PDN straps and rails:
The bar under the picture is 20 um long. Pins as bars on the die edge.
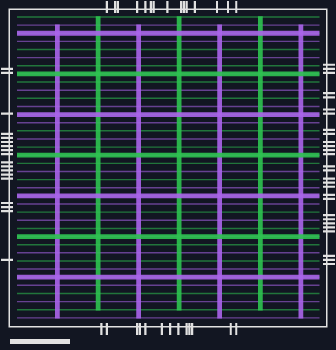
Placement by cell class:
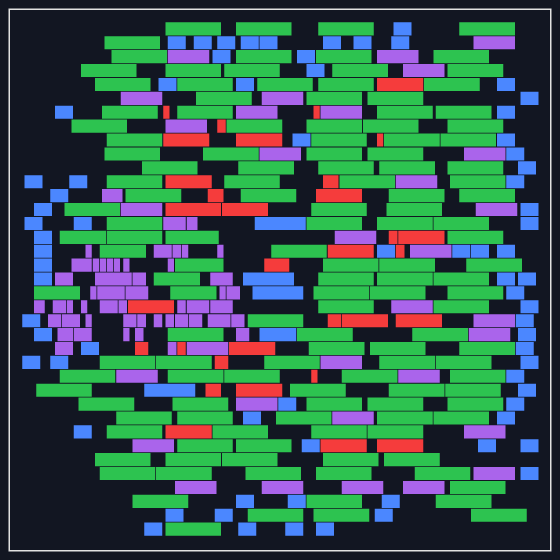
==> src/rtl/ring_fifo_pkg.sv <==
// Shared width helpers for the ring FIFO and its pointer counters.
// Keeping them here lets a DEPTH of 1 still produce a legal 1-bit pointer.
package ring_fifo_pkg;

  function automatic int ptr_width(input int depth);
    return (depth <= 1) ? 1 : $clog2(depth);
  endfunction

  function automatic int cnt_width(input int depth);
    return $clog2(depth + 1);
  endfunction

endpackage

==> src/rtl/ring_fifo_counter.sv <==
// Modulo pointer counter: counts 0..BOUND-1 on tick and wraps to 0.
// With BOUND == 1 the wrap value is 0, so the output stays constant at 0.
module ring_fifo_counter
  import ring_fifo_pkg::*;
#(
  parameter int BOUND = 4,
  parameter int WIDTH = ptr_width(BOUND)
) (
  input  logic             clk,
  input  logic             rst,
  input  logic             flush,
  input  logic             tick,
  output logic [WIDTH-1:0] value
);

  localparam logic [WIDTH-1:0] LAST = WIDTH'(BOUND - 1);

  always_ff @(posedge clk or posedge rst) begin
    if (rst) begin
      value <= '0;
    end else if (flush) begin
      value <= '0;
    end else if (tick) begin
      value <= (value == LAST) ? '0 : value + WIDTH'(1);
    end
  end

endmodule

==> src/rtl/ring_fifo.sv <==
// Circular-buffer FIFO with valid/ready on both sides and a one-cycle flush.
// Works for any DEPTH >= 1; head and tail wrap at DEPTH-1, not at a power of two.
module ring_fifo
  import ring_fifo_pkg::*;
#(
  parameter int DEPTH      = 4,
  parameter int DATA_WIDTH = 32,
  parameter int PTR_WIDTH  = ptr_width(DEPTH),
  parameter int CNT_WIDTH  = cnt_width(DEPTH)
) (
  input  logic                  clk,
  input  logic                  rst,
  input  logic                  flush,
  input  logic                  enq_valid,
  output logic                  enq_ready,
  input  logic [DATA_WIDTH-1:0] enq_data,
  output logic                  deq_valid,
  input  logic                  deq_ready,
  output logic [DATA_WIDTH-1:0] deq_data,
  output logic [CNT_WIDTH-1:0]  count
);

  localparam logic [CNT_WIDTH-1:0] FULL = CNT_WIDTH'(DEPTH);

  logic [DATA_WIDTH-1:0] mem [DEPTH];
  logic [PTR_WIDTH-1:0]  head;
  logic [PTR_WIDTH-1:0]  tail;
  logic                  enq_fire;
  logic                  deq_fire;

  // No bypass in either direction: readiness depends only on occupancy.
  assign enq_ready = (count != FULL);
  assign deq_valid = (count != '0);
  assign enq_fire  = enq_valid & enq_ready;
  assign deq_fire  = deq_valid & deq_ready;
  assign deq_data  = mem[head];

  ring_fifo_counter #(.BOUND(DEPTH), .WIDTH(PTR_WIDTH)) head_ptr (
    .clk   (clk),
    .rst   (!rst),
    .flush (flush),
    .tick  (deq_fire),
    .value (head)
  );

  ring_fifo_counter #(.BOUND(DEPTH), .WIDTH(PTR_WIDTH)) tail_ptr (
    .clk   (clk),
    .rst   (!rst),
    .flush (flush),
    .tick  (enq_fire),
    .value (tail)
  );

  // Storage is deliberately unreset; a write in a flush cycle is suppressed.
  always_ff @(posedge clk) begin
    if (enq_fire && !flush) begin
      mem[tail] <= enq_data;
    end
  end

  always_ff @(posedge clk or negedge rst) begin
    if (!rst) begin
      count <= '0;
    end else if (flush) begin
      count <= '0;
    end else if (enq_fire && !deq_fire) begin
      count <= count + CNT_WIDTH'(1);
    end else if (deq_fire && !enq_fire) begin
      count <= count - CNT_WIDTH'(1);
    end
  end

endmodule
==> config.mk <==
export PLATFORM = sky130hd
export DESIGN_NAME = ring_fifo
export DESIGN_NICKNAME = d
export VERILOG_FILES = /design/src/rtl/ring_fifo_pkg.sv /design/src/rtl/ring_fifo_counter.sv /design/src/rtl/ring_fifo.sv
export SDC_FILE = /design/constraint.sdc
export NUM_CORES = 1
export LEC_CHECK = 0
export CORE_MARGIN = 2
export CORE_UTILIZATION = 50
export CTS_CLUSTER_DIAMETER = 80
export DETAILED_ROUTE_END_ITERATION = 7
export GPL_TIMING_DRIVEN = 0
export PLACE_DENSITY = 0.78
export REMOVE_ABC_BUFFERS = 1
export SLEW_MARGIN = 20
export SYNTH_ARGS = -nofsm -noshare
export SYNTH_HDL_FRONTEND = slang
export SYNTH_SLANG_ARGS = --single-unit
==> constraint.sdc <==
create_clock -name clk -period 5.7 [get_ports clk]
set_input_delay 1.14 -clock clk [delete_from_list [all_inputs] [get_ports clk]]
set_output_delay 1.14 -clock clk [all_outputs]
set_load 0.05 [all_outputs]
==> ci_impl_report.md <==
## PnR job results

| Metric | Value |
|---|---|
| Ys async rst share | 5.19% |
| Initial drt markers | 121 |
| WL/cell | 18.5 um |
| GP Congestion | 0.731 |
| XOR/XNOR share of the synthesized area | 0% |
| Vias per cell | 5.39 |
| Total Wirelength | 8.56 mm |
| DP HPWL | 5.10 mm |
| DRC Markers | 0 |
| Via Count | 2500 |
| Startpoint types | flip-flop |
| Post-Synth AOI/OAI Area | 1.62% |
| DRT antenna net count | 0 |
| Most numerous logic cell after layout | edfxtp_1 |
| Dpl cell area | 6150 um2 |
| Post-synth top flop | edfxtp_1 |
| Post-synth EDFFs | 128 |
| Routed length on met3 | 420 um |
| Synthesis Warnings | 0 |
| Insertion delay to the later sink of the worst-skew pair | 500 ps |
| Clock Power | 0.000958 W |
| Synth unique cells | 30 |
| First drt pass iteration count | 4 |
| Tool warnings | 28 |
| Final net count | 358 |
| Busiest grt layer | met2 |
| Crit-path slowest cell | dfrtp_4 |
| Switching Share | 30.7% |
| Worst path required time | 4560 ps |
| Leakage | 2.18 nW |
| Power per standard cell area | 441 nW/um2 |
| Largest net degree at the start of global routing | 36 |
| Simple share | 2.54% |
| Sequential group share of total power | 41.5% |
| Gr usage total | 16.7% |
| Post-route insts no fill | 464 |
| Bufs on Longest Clock Path | 2 |
| IO Count | 74 |
| Yosys cell count | 229 |
| Outcome | complete, no violations |
| # fillers | 705 |
| Syn-to-layout area delta | 29.2% |
| Sequential power | 0.00122 W |
| Post-CTS Setup Bufs | 0 |
| First-pass GRT wire length | 13.6 mm |
| Fp_density | 50.8% |
| Synthesis area per yosys | 5170 um2 |
| Crit end category | output pin |
| Slowest stage delay, CP | 860 ps |
| Hold Crit Depth | 2 |
| Pint | 0.00204 W |
| Hold Path End | tail_ptr.value[1] |
| Initial antenna violation count | 0 |
| Post-synth regs | 135 |
| Worst Setup SP | head_ptr.value[0] |
| Type of the worst min-delay path | reg -> reg |
| CP Cell Sequence | mux4_2 > clkdlybuf4s50_1 |
| Area share, top type | 74.3% |
| Post-synthesis sequential area ratio | 77.7% |
| Hold buffer count at cts | 0 |
| Layout cells sized above 1 | 23.5% |
| Worst setup path end | deq_data[25] |
| Critical R2R Launch | count[0] |
| Flop2flop setup slack | 3530 ps |
| # clock sinks | 135 |
| Root buffer cell | clkbuf_8 |
-- 'PDN straps and rails' (at the start) --
legend:
  VSS:
    color: purple
  VDD:
    color: green
met1 rails: 38
met4 straps: 7
signal pins: 74
maximum VDD drop: 0.291 mV
core area: 10200 um2
Die Ht: 106 um
Die X-Extent: 106 um

-- 'placement by cell class' (at the start) --
legend:
  other buffers and delay cells:
    color: blue
    cells: 78
    share_of_their_area: 13%
  all other logic:
    color: purple
    cells: 83
    share_of_their_area: 17%
  flip-flops:
    color: green
    cells: 135
    share_of_their_area: 62%
  clock drivers and dummy loads:
    color: red
    cells: 32
    share_of_their_area: 8.1%

==> cell type report <==
cell class,count,area (um2),area share [%]
clock inverter,13,106,1.59
tap,136,170,2.55
timing repair buffer,78,861,12.9
clock buffer,19,422,6.31
sequential,135,4020,60.2
multi-input combinational,77,1080,16.1
inverter,6,22.5,0.337
==> state kept, by name (all words and copies together), names as in the netlist <==
name            flops
tail_ptr.value      2
count               3
mem               128
head_ptr.value      2
==> per-stage QoR <==
stage	util, %	total power, W	hold slack, ps	worst slack (ps)
finish	65.6	0.00294	613	1830
global route	65.6	0.00305	628	1670
CTS	65.6	0.00297	611	1760
detailed placement	60.4	0.00201	601	2310
global placement	59.0	0.00199	585	1190
floorplan	-	0.00175	554	2330
==> worst max-delay path: cells and delay by family (launching register included) <==
kind,cells,cell delay [ps]
flops,1,860
buf+inv,1,720
mux,1,610
Power is estimated from default activity; no workload was simulated.
